Figure 1. Metal 1 (run 1).
Bar = 50 µm.
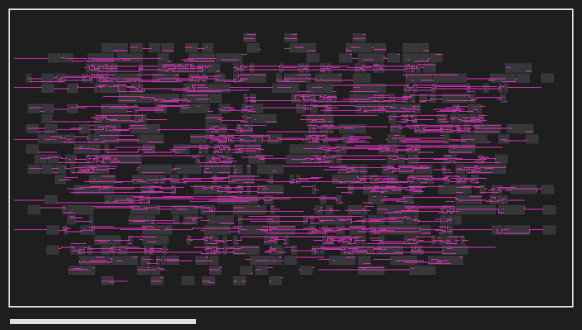
Figure 2. Signal wires by layer (run 1).
Bar = 50 µm. Two of the layers only.
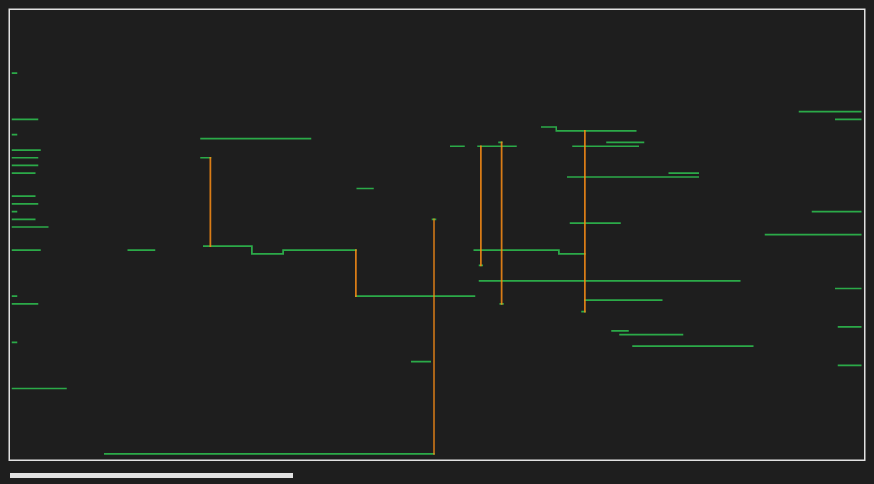
Figure 3. Close-up of the layout (run 1).
Bar = 5 µm. Window x 103 to 123, y 50 to 70 µm. Cells in grey, sequential cells in the stronger grey; small squares are vias.
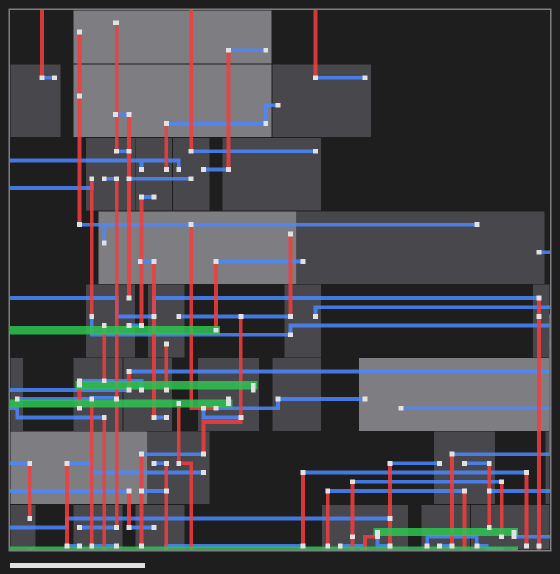
**src/rtl/ripple_cla_seq.sv**
```systemverilog
// Multi-cycle adder/subtractor: one CHUNK-bit carry-lookahead slice per clock,
// carry registered between slices, start via en/ready handshake.
module ripple_cla_seq #(
  parameter int WIDTH = 16,
  parameter int CHUNK = 4
) (
  input  logic             clk,
  input  logic             rst_n,
  input  logic             en,
  input  logic             sub,
  input  logic [WIDTH-1:0] A,
  input  logic [WIDTH-1:0] B,
  input  logic             c_in,
  output logic [WIDTH-1:0] Output,
  output logic             c_out,
  output logic             ovf,
  output logic             zero,
  output logic             ready
);

  localparam int NCH = WIDTH / CHUNK;
  localparam int CW  = (NCH > 1) ? $clog2(NCH) : 1;

  typedef enum logic {IDLE, BUSY} state_t;

  state_t           state;
  logic [WIDTH-1:0] a_reg;
  logic [WIDTH-1:0] b_reg;
  logic [WIDTH-1:0] res_reg;
  logic [WIDTH-1:0] res_next;
  logic             carry;
  logic             sub_reg;
  logic [CW-1:0]    cnt;
  logic             last;

  logic [CHUNK-1:0] a_sl;
  logic [CHUNK-1:0] b_sl;
  logic [CHUNK-1:0] g;
  logic [CHUNK-1:0] p;
  logic [CHUNK-1:0] sum_sl;
  logic [CHUNK:0]   c;
  logic             c_la;
  logic             p_chain;

  // CLA slice on the current chunk: every carry is a flat sum of generate/
  // propagate products rather than a chain through the previous carry.
  always_comb begin
    a_sl    = a_reg[cnt*CHUNK +: CHUNK];
    b_sl    = b_reg[cnt*CHUNK +: CHUNK];
    g       = a_sl & b_sl;
    p       = a_sl ^ b_sl;
    c       = '0;
    c[0]    = carry;
    c_la    = 1'b0;
    p_chain = 1'b0;
    for (int unsigned i = 0; i < CHUNK; i++) begin
      c_la    = g[i];
      p_chain = p[i];
      for (int unsigned k = 0; k < i; k++) begin
        c_la    = c_la | (p_chain & g[i-1-k]);
        p_chain = p_chain & p[i-1-k];
      end
      c[i+1] = c_la | (p_chain & carry);
    end
    sum_sl   = p ^ c[CHUNK-1:0];
    res_next = res_reg;
    res_next[cnt*CHUNK +: CHUNK] = sum_sl;
  end

  assign last = (cnt == CW'(NCH - 1));

  // Control FSM plus datapath registers; outputs only move on completion or reset.
  always_ff @(posedge clk) begin
    if (!rst_n) begin
      state   <= IDLE;
      ready   <= 1'b1;
      Output  <= '0;
      c_out   <= 1'b0;
      ovf     <= 1'b0;
      zero    <= 1'b0;
      cnt     <= '0;
      a_reg   <= '0;
      b_reg   <= '0;
      res_reg <= '0;
      carry   <= 1'b0;
      sub_reg <= 1'b0;
    end else begin
      case (state)
        IDLE: begin
          if (en) begin
            // Subtract as A + ~B + 1; c_in becomes a borrow by inverting it too.
            a_reg   <= A;
            b_reg   <= sub ? ~B : B;
            carry   <= c_in ^ sub;
            sub_reg <= sub;
            cnt     <= '0;
            res_reg <= '0;
            state   <= BUSY;
            ready   <= 1'b0;
          end
        end
        BUSY: begin
          res_reg <= res_next;
          carry   <= c[CHUNK];
          if (last) begin
            Output <= res_next;
            c_out  <= c[CHUNK] ^ sub_reg;
            ovf    <= c[CHUNK] ^ c[CHUNK-1];
            zero   <= (res_next == '0);
            cnt    <= '0;
            state  <= IDLE;
            ready  <= 1'b1;
          end else begin
            cnt <= cnt + 1'b1;
          end
        end
      endcase
    end
  end

endmodule

```
**config.mk**
```make
export PLATFORM = sky130hd
export DESIGN_NAME = ripple_cla_seq
export DESIGN_NICKNAME = d
export VERILOG_FILES = /design/src/rtl/ripple_cla_seq.sv
export SDC_FILE = /design/constraint.sdc
export NUM_CORES = 1
export LEC_CHECK = 0
export CORE_ASPECT_RATIO = 0.5
export CORE_MARGIN = 4
export CORE_UTILIZATION = 35
export DETAILED_ROUTE_END_ITERATION = 7
export GPL_TIMING_DRIVEN = 0
export PLACE_DENSITY = 0.53
export SYNTH_ARGS = -nofsm -noshare
export SYNTH_HDL_FRONTEND = slang
export SYNTH_SLANG_ARGS = --single-unit
```
**constraint.sdc**
```tcl
create_clock -name clk -period 5.91 [get_ports clk]
set_input_delay 1.182 -clock clk [delete_from_list [all_inputs] [get_ports clk]]
set_output_delay 1.182 -clock clk [all_outputs]
set_load 0.01 [all_outputs]
```
==> summary.txt, run 1 <==
Reports from this run.

- The data required time of the worst path reads 6.19 ns.
- The worst hold-check slack reads 0.452 ns.
- The run finished with clean final reports.
- The number of fill cells reads 953.
- The top flip-flop cell by instance count after synthesis reads dfxtp_1.
- The core utilization of the finished layout is 47.9%.
- Leaving out filler cells and counting taps, the final layout contains 600.
- The clock passes through at most 2 buffers.
- In this run the tool buffered the top-level ports with 55 buffer cells.
- The standby leakage power reads 1.81 nW.
- For this run, design rule violations remaining after detail routing come to 0.
- The slowest stage of the critical path belongs to the cell mux4_2.
- The kind of start point of the critical path is a register.
- The classification of the worst-slack hold path reads register to register.
- Setup repair after global routing left no endpoint under its margin.
- The global-route usage over all layers reads 16.2%.
- The post-placement setup slack reads 2.62 ns.
- The detail-routed via count per cell reads 5.01.
- The setup TNS reads 0 ns.
- The final setup violation count is 0.
- In the post-synthesis netlist, the biggest area contributors are dfxtp_1 (41%), nand2_1 (8.1%), nor2b_1 (5.1%).
- The cell family with the largest share of critical-path delay reads AND-OR/OR-AND gates.
- The clock H-tree reported by CTS has 3 levels.
- During synthesis, Yosys emitted a total of 0 warnings.
- Counting endpoints that fail hold in the final report gives 0.
- The number of warnings the tools reported is 32.
- The post-synthesis cell type count reads 45.
- After synthesis the cells add up to 3580 µm².
- The first-pass detailed-route iteration total is 4.
- The cell taking the most area after synthesis reads dfxtp_1.
- The post-cts hold-fix buffer tally reads 0.
- The startpoint of the lowest-slack register-to-register path reads cnt[0]$_SDFFE_PN0P_.
- The report shows a maximum critical-path fanout of 10.
- Per the final report, max-transition violations number 0.
-- Figure 1 (at the start) --
longest straight run = 45.1 µm
main direction = horizontal
share of all routed wire = 50%
wire length on this layer = 4560 µm
nets with wire on the layer = 465
count of vias placed by the detailed router: 3008
met1 global-route usage: 21.6%

-- Figure 2 (at the start) --
metal 3 -> green  # wire length 451 µm
metal 4 -> orange  # wire length 147 µm

-- Figure 3 (at the start) --
metal 2 -> red
metal 1 -> blue
metal 3 -> green
netlist names of flops here include = res_reg (3), Output (2)
sequential cells in the window = 5
cells with their middle in the window = 26
most frequent = dfxtp_1 (5)

[run 1: logic make-up after synthesis]
logic type | after synthesis | synth area share (%)
multiplexers | 11 | 5.87
flip-flops | 73 | 40.8
AND/OR/NAND/NOR | 137 | 18.7
buffers and inverters | 36 | 4.68
AND-OR/OR-AND | 105 | 20.6
adder cells (fa/ha/maj) | 12 | 4.40
XOR/XNOR | 20 | 4.89
[run 1: layout make-up]
class | instances | area share, %
plain buffers | 28 | 2.96
clock buffers | 11 | 5.23
clock inverters | 5 | 2.21
inverters | 8 | 0.647
multi-input cells | 285 | 42.0
flip-flops and latches | 73 | 31.5
well taps | 135 | 3.64
repair buffers | 55 | 11.9
[run 1: final timing paths]
check                           slack (ns)                 end  cells after the start
worst min-delay path                  0.45  ready$_SDFFE_PN1P_                      2
worst max register to register        2.63   zero$_SDFFE_PN0P_                      9
worst min register to register        0.45  ready$_SDFFE_PN1P_                      2
worst max-delay path                  2.63   zero$_SDFFE_PN0P_                      9
[run 1: worst register-to-register path, cell delays in order, from the launching register on]
cell,delay [ns]
dfxtp_1,0.41
buf_6,0.16
buf_2,0.32
mux4_2,0.62
fa_1,0.55
nor2b_1,0.20
a41oi_1,0.37
o2111ai_1,0.18
nor3_1,0.23
a32o_1,0.19
[run 1: metal layers]
layer | global-route usage (%) | vias to the layer above | part of all wire, %
met1 | 21.6 | 1415 | 50
met2 | 25.4 | 72 | 44
met5 | 0 | - | 0
met4 | 5.15 | 0 | 1.6
met3 | 4.71 | 14 | 4.9
li1 | - | 1507 | -
[run 1: cell usage in the layout (no fill, tap or decap), drive strengths merged, types with 2 or more instances in the layout]
cell type | synthesis | routed
o211a | 16 | 16
dfxtp | 73 | 73
mux4 | 8 | 8
a21boi | 18 | 18
bufinv | 0 | 3
xnor2 | 18 | 18
and4bb | 2 | 2
clkdlybuf4s50 | 0 | 55
nor3b | 4 | 4
and2 | 2 | 2
o21a | 4 | 4
a32oi | 5 | 5
a21oi | 23 | 23
a22o | 5 | 5
nand3 | 2 | 2
nor2b | 29 | 29
o21ai | 24 | 24
nor2 | 5 | 5
xor2 | 2 | 2
ha | 11 | 11
mux2i | 3 | 3
buf | 14 | 14
nand2 | 77 | 77
inv | 8 | 8
nor3 | 9 | 9
o21bai | 2 | 2
clkbuf | 14 | 25
[run 1: power breakdown]
| part | internal (mW) | switching (mW) |
|---|---|---|
| registers | 0.512 | 0.0117 |
| clock network | 0.423 | 0.208 |
| logic | 0.0872 | 0.0992 |
==> run 2, diff against run 1 <==
==> constraint.sdc (replaced) <==
create_clock -name clk -period 3.4 [get_ports clk]
set_input_delay 0.68 -clock clk [delete_from_list [all_inputs] [get_ports clk]]
set_output_delay 0.68 -clock clk [all_outputs]
set_load 0.01 [all_outputs]
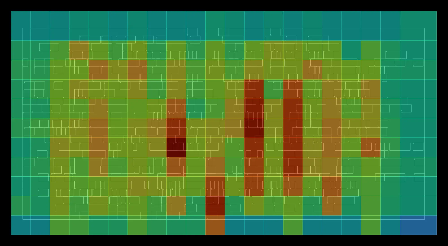
Figure 4: run 2, routing congestion map.
total global routing track utilization: 16.2%
fraction of met2 tracks used by global routing: 25.4%

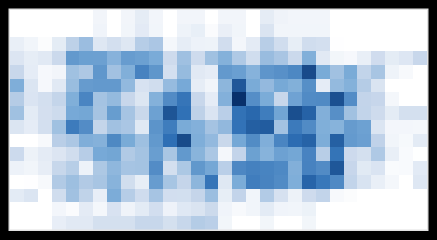
Figure 5: run 2, wire density map.
30 x 16 tiles, from white (low) to dark blue (high), scaled to the fullest tile. Values are wire area over tile area, all layers added.
emptiest ninth of the die = upper right
mean over tiles = 0.12
tiles over half the peak = 20%
fullest tile = 0.45
densest ninth of the die = centre
nearly empty tiles = 18%
wire length per cell after detailed routing: 15.2 µm
count of vias placed by the detailed router: 3016
wire length after detailed routing: 9.14 mm

==> summary.txt, run 2 <==
Reports from this run.

- The flow ran to the end, and the final reports show no timing, DRC or antenna violations.
- The maximum level of the CTS H-tree reads 3 (unchanged).
- The standby leakage power reads 1.81 nW (about the same).
- The number of fill cells reads 953 (unchanged).
- The number of hold violations in the final report is 0 (unchanged).
- The setup TNS reads 0 ns (unchanged).
- The kind of start point of the critical path is a register.
- Sorting the Yosys area breakdown by cell type puts at the top dfxtp_1.
- The number of warnings the tools reported reads 32 (unchanged).
- The detail-routed via count per cell is 5.03 (+0.27%).
- The antenna diode count reads 0.
- The largest driver fanout on the critical path is 10 (unchanged).
- The relative max-transition margin is 54.4%.
- The amount of wire on met2 after detailed routing is 4.04 mm (+0.37%).
- Setup repair after global routing left no endpoint under its margin.
- The remaining design rule violation count was 0 (unchanged).
- The post-synthesis instance area is 3580 µm² (unchanged).
- The met1 wire length reads 4.48 mm (-1.8%).
- The post-placement setup slack is 0.106 ns (-2.51 ns).
- The data required time of the worst path is 3.62 ns (-2.57 ns).
- Yosys attributes the largest share of cell area to dfxtp_1 (41%), nand2_1 (8.1%), nor2b_1 (5.1%).
- The post-synthesis cell type count is 45 (unchanged).
- The classification of the worst-slack hold path is register to register.
- The peak clock frequency supported by timing reads 0.318 GHz.
- The cell depth of the worst flop-to-flop path came to 9 (unchanged).
- Per the post-synthesis report, the number of cells in the design is 394.
- The final setup violation count is 0 (unchanged).
- Per the cell usage report, the commonest logic cells after layout are nand2_1 (77), dfxtp_1 (73), clkdlybuf4s50_1 (55), nor2b_1 (29), o21ai_0 (24).
- The first-pass detailed-route iteration total reads 4 (unchanged).
- The yosys warning tally is 0 (unchanged).
- The worst hold-check slack was 0.452 ns (-0.000160 ns).
- The uppermost signal routing layer after detailed routing is met4.
- The buffer depth of the longest clock path is 2 (unchanged).
- The most used logic cell in the final layout reads nand2_1.
- The count of cells along the worst hold path was 2 (unchanged).
- The post-cts hold-fix buffer tally came to 0 (unchanged).
[run 2: cell counts after synthesis]
Identical to the previous run, type by type.
[run 2: layout make-up]
type                            count  area, µm²  area share, %
Buffer                             28        140           3.01
Clock buffer                       11        243           5.21
Clock inverter                      5        103           2.20
Inverter                            8       30.0          0.644
Multi-Input combinational cell    285       1970           42.2
Sequential cell                    73       1460           31.3
Tap cell                          135        169           3.62
Timing Repair Buffer               55        551           11.8
[run 2: routing by layer]
layer	global-route usage, %	vias up
li1	-	1510
met5	0	-
met3	4.71	10
met4	5.15	0
met2	25.4	74
met1	21.6	1422
[run 2: cells by family (layout without fill, tap and decap cells)]
group                    count (synthesis)  after routing  share of synthesized area [%]
AND-OR/OR-AND                          105            105                           20.6
XOR/XNOR                                20             20                           4.89
adder cells (fa/ha/maj)                 12             12                           4.40
buffers and inverters                   36            107                           4.68
flip-flops                              73             73                           40.8
multiplexers                            11             11                           5.87
AND/OR/NAND/NOR                        137            137                           18.7
[run 2: through the flow]
stage                     std cells  total power [mW]  util (%)
after global routing            600              2.43      48.1
after detailed placement        584              1.25      44.3
after floorplan                 394              1.14         -
after CTS                       600              2.35      47.9
after global placement          584              1.25      44.3
final                           600              2.33      48.1
[run 2: worst paths after layout]
check / startpoint / to / slack [ns]
max: cnt[0]$_SDFFE_PN0P_ / zero$_SDFFE_PN0P_ / 0.26
min: ready$_SDFFE_PN1P_ / ready$_SDFFE_PN1P_ / 0.45
max reg2reg: cnt[0]$_SDFFE_PN0P_ / zero$_SDFFE_PN0P_ / 0.26
min reg2reg: ready$_SDFFE_PN1P_ / ready$_SDFFE_PN1P_ / 0.45
[run 2: report_power, final]
group	total (mW)	switching [mW]	internal [mW]	leakage, nW
combinational	0.327	0.174	0.153	1.05
sequential	0.910	0.0204	0.890	0.595
clock	1.09	0.355	0.735	0.166
[run 2: critical path: cells and delay by family, from the launching register on]
kind                       cells  cell delay, ns
muxes                          1            0.59
buffers and inverters          2            0.42
AOI/OAI and AO/OA              2            0.45
DFF                            1            0.41
adders and majority gates      1            0.61
and+or+nand+nor                3            0.54
==> run 3, diff against run 2 <==
==> constraint.sdc (replaced) <==
create_clock -name clk -period 2.9 [get_ports clk]
set_input_delay 0.58 -clock clk [delete_from_list [all_inputs] [get_ports clk]]
set_output_delay 0.58 -clock clk [all_outputs]
set_load 0.01 [all_outputs]
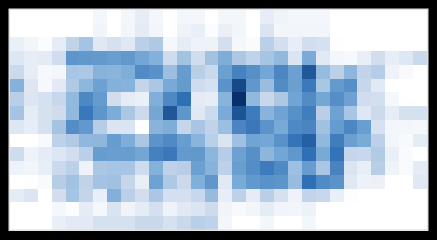
Figure 6: run 3, wire density map.
30 x 16 tiles, from white (low) to dark blue (high), scaled to the fullest tile. Values are wire area over tile area, all layers added.
mean over tiles = 0.12
emptiest ninth of the die = upper right
tiles over half the peak = 21%
fullest tile = 0.47
densest ninth of the die = centre
count of vias placed by the detailed router: 2993
wire length after detailed routing: 9.25 mm

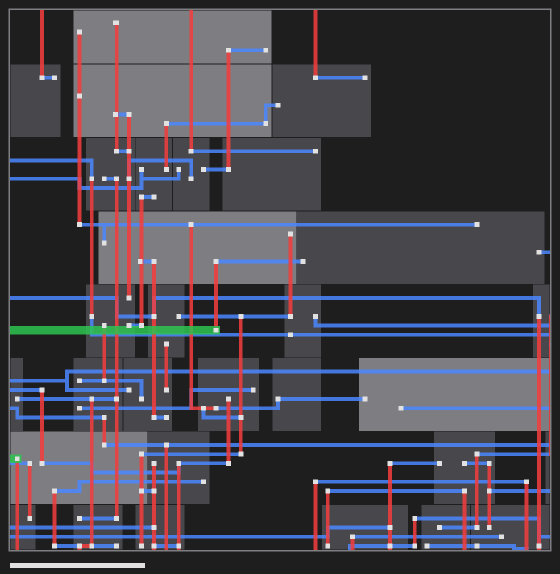
Figure 7: run 3, close-up of the layout.
Bar = 5 µm. Window x 103 to 123, y 50 to 70 µm. Cells in grey, sequential cells in the stronger grey; small squares are vias.
metal 1 -> blue
metal 2 -> red
metal 3 -> green
most frequent = dfxtp_1 (5)
netlist names of flops here include = res_reg (3), Output (2)
sequential cells in the window = 5
cells with their middle in the window = 26

==> summary.txt, run 3 <==
Reports from this run.

- The cell depth of the worst flop-to-flop path reads 9 (unchanged).
- The post-placement setup slack reads -0.394 ns (-0.500 ns).
- OpenSTA lists the critical path startpoint as cnt[0]$_SDFFE_PN0P_.
- The peak clock frequency supported by timing was 0.359 GHz (+13%).
- The register-to-register setup slack came to 0.12 ns (-0.14 ns).
- The final setup violation count reads 0 (unchanged).
- The detail-routed via count per cell was 4.98 (-0.93%).
- The run finished with clean final reports.
- The standby leakage power is 1.84 nW (+1.6%).
- The worst setup path is launched from a register.
- The worst path buffer plus inverter count is 2 (unchanged).
- The hold path endpoint reads ready$_SDFFE_PN1P_.
- The relative contribution of the clock network to total power reads 46.5% (-0.4 points).
- The synthesis-stage register bit count reads 73.
- Counting only logic cells after layout, the most numerous master is nand2_1.
- The mean routed wirelength per cell reads 15.4 µm (+1.0%).
- The number of fill cells is 945 (-0.84%).
- The count of cells along the worst hold path is 2 (unchanged).
- The post-synthesis instance total reads 394 (unchanged).
- The buffer depth of the longest clock path reads 2 (unchanged).
- The relative max-transition margin reads 62.9% (+8.6 points).
- The number of hold violations in the final report was 0 (unchanged).
- The yosys warning tally reads 0 (unchanged).
- The antenna diode count reads 0 (unchanged).
- The internal power contribution is 2.10 mW (+18%).
- The remaining design rule violation count is 0 (unchanged).
- The maximum level of the CTS H-tree is 3 (unchanged).
- By area the synthesized netlist is led by dfxtp_1 (41%), nand2_1 (8.1%), nor2b_1 (5.1%).
- The sequential group share of total power reads 38.6% (-0.5 points).
- The largest driver fanout on the critical path is 10 (unchanged).
- The fraction of power consumed by combinational cells was 14.9% (+0.9 points).
- The proportion of total power due to net switching reads 24.0% (+0.38 points).
- The number of warnings the tools reported reads 32 (unchanged).
- The post-cts hold-fix buffer tally reads 0 (unchanged).
- The reg-to-reg endpoint reads zero$_SDFFE_PN0P_.
- The net switching power is 0.663 mW (+21%).
- The cell family with the largest share of critical-path delay is adder cells.
- The data required time of the worst path came to 3.13 ns (-0.49 ns).
- STA lists the startpoint of the worst register-to-register path as cnt[0]$_SDFFE_PN0P_.
- The first-pass detailed-route iteration total reads 4 (unchanged).
## run 3: cell counts after synthesis
No cell type changed its count.
## run 3: repair_timing
item | in CTS | in global routing
pin swaps | 1 | 1
setup buffers | 0 | 1
endpoints found under the hold margin | 0 | 0
endpoints found under the setup margin | 30 | 12
resized | 9 | 13
## run 3: layout make-up
cell class	count	area, µm²	share of cell area [%]
Multi-Input combinational cell	285	2030	42.8
Sequential cell	73	1460	30.8
Timing Repair Buffer	56	558	11.7
Clock buffer	11	243	5.11
Tap cell	135	169	3.56
Buffer	28	154	3.24
Clock inverter	5	103	2.16
Inverter	8	30.0	0.632
## run 3: through the flow
step                hold WS (ns)  area [µm²]  instances
floorplan                  0.440        3580        394
global placement           0.432        4300        584
detailed placement         0.445        4300        584
CTS                        0.454        4670        600
global route               0.469        4750        601
finish                     0.452        4750        601
## run 3: worst min-delay path: stages (launching register included)
cell     delay (ns)
dfxtp_1        0.31
nand2_1        0.05
nand2_1        0.04
## run 3: layer usage
metal | vias to the layer above | GRT usage (%) | wire, µm
met5 | - | 0 | 0
met4 | 0 | 5.15 | 91
met3 | 6 | 4.71 | 531
met2 | 64 | 25.5 | 4100
met1 | 1415 | 21.6 | 4530
li1 | 1508 | - | -
## run 3: cell families after synthesis
family | Yosys count | synth area share (%)
and+or+nand+nor | 137 | 18.7
AOI/OAI and AO/OA | 105 | 20.6
DFF | 73 | 40.8
buffers and inverters | 36 | 4.68
xor gates and xnor gates | 20 | 4.89
adders and majority gates | 12 | 4.40
muxes | 11 | 5.87
## run 3: how the worst max path moves through the flow
stage / slack (ns) / depth (start not counted) / endpoint
6_report: 0.12 / 9 / zero$_SDFFE_PN0P_
3_5_place_dp: -0.39 / 9 / zero$_SDFFE_PN0P_
5_1_grt: -0.03 / 9 / zero$_SDFFE_PN0P_
2_1_floorplan: 0.09 / 9 / zero$_SDFFE_PN0P_
4_1_cts: 0.02 / 9 / zero$_SDFFE_PN0P_
3_3_place_gp: -0.41 / 9 / zero$_SDFFE_PN0P_
## run 3: power groups by stage
stage / combinational (mW) / clock [mW] / sequential (mW)
after detailed placement: 0.380 / 0 / 1.09
after floorplan: 0.250 / 0 / 1.08
after CTS: 0.389 / 1.31 / 1.07
final: 0.411 / 1.29 / 1.07
after global routing: 0.450 / 1.35 / 1.07
after global placement: 0.376 / 0 / 1.09
Power is estimated from default activity; no workload was simulated.
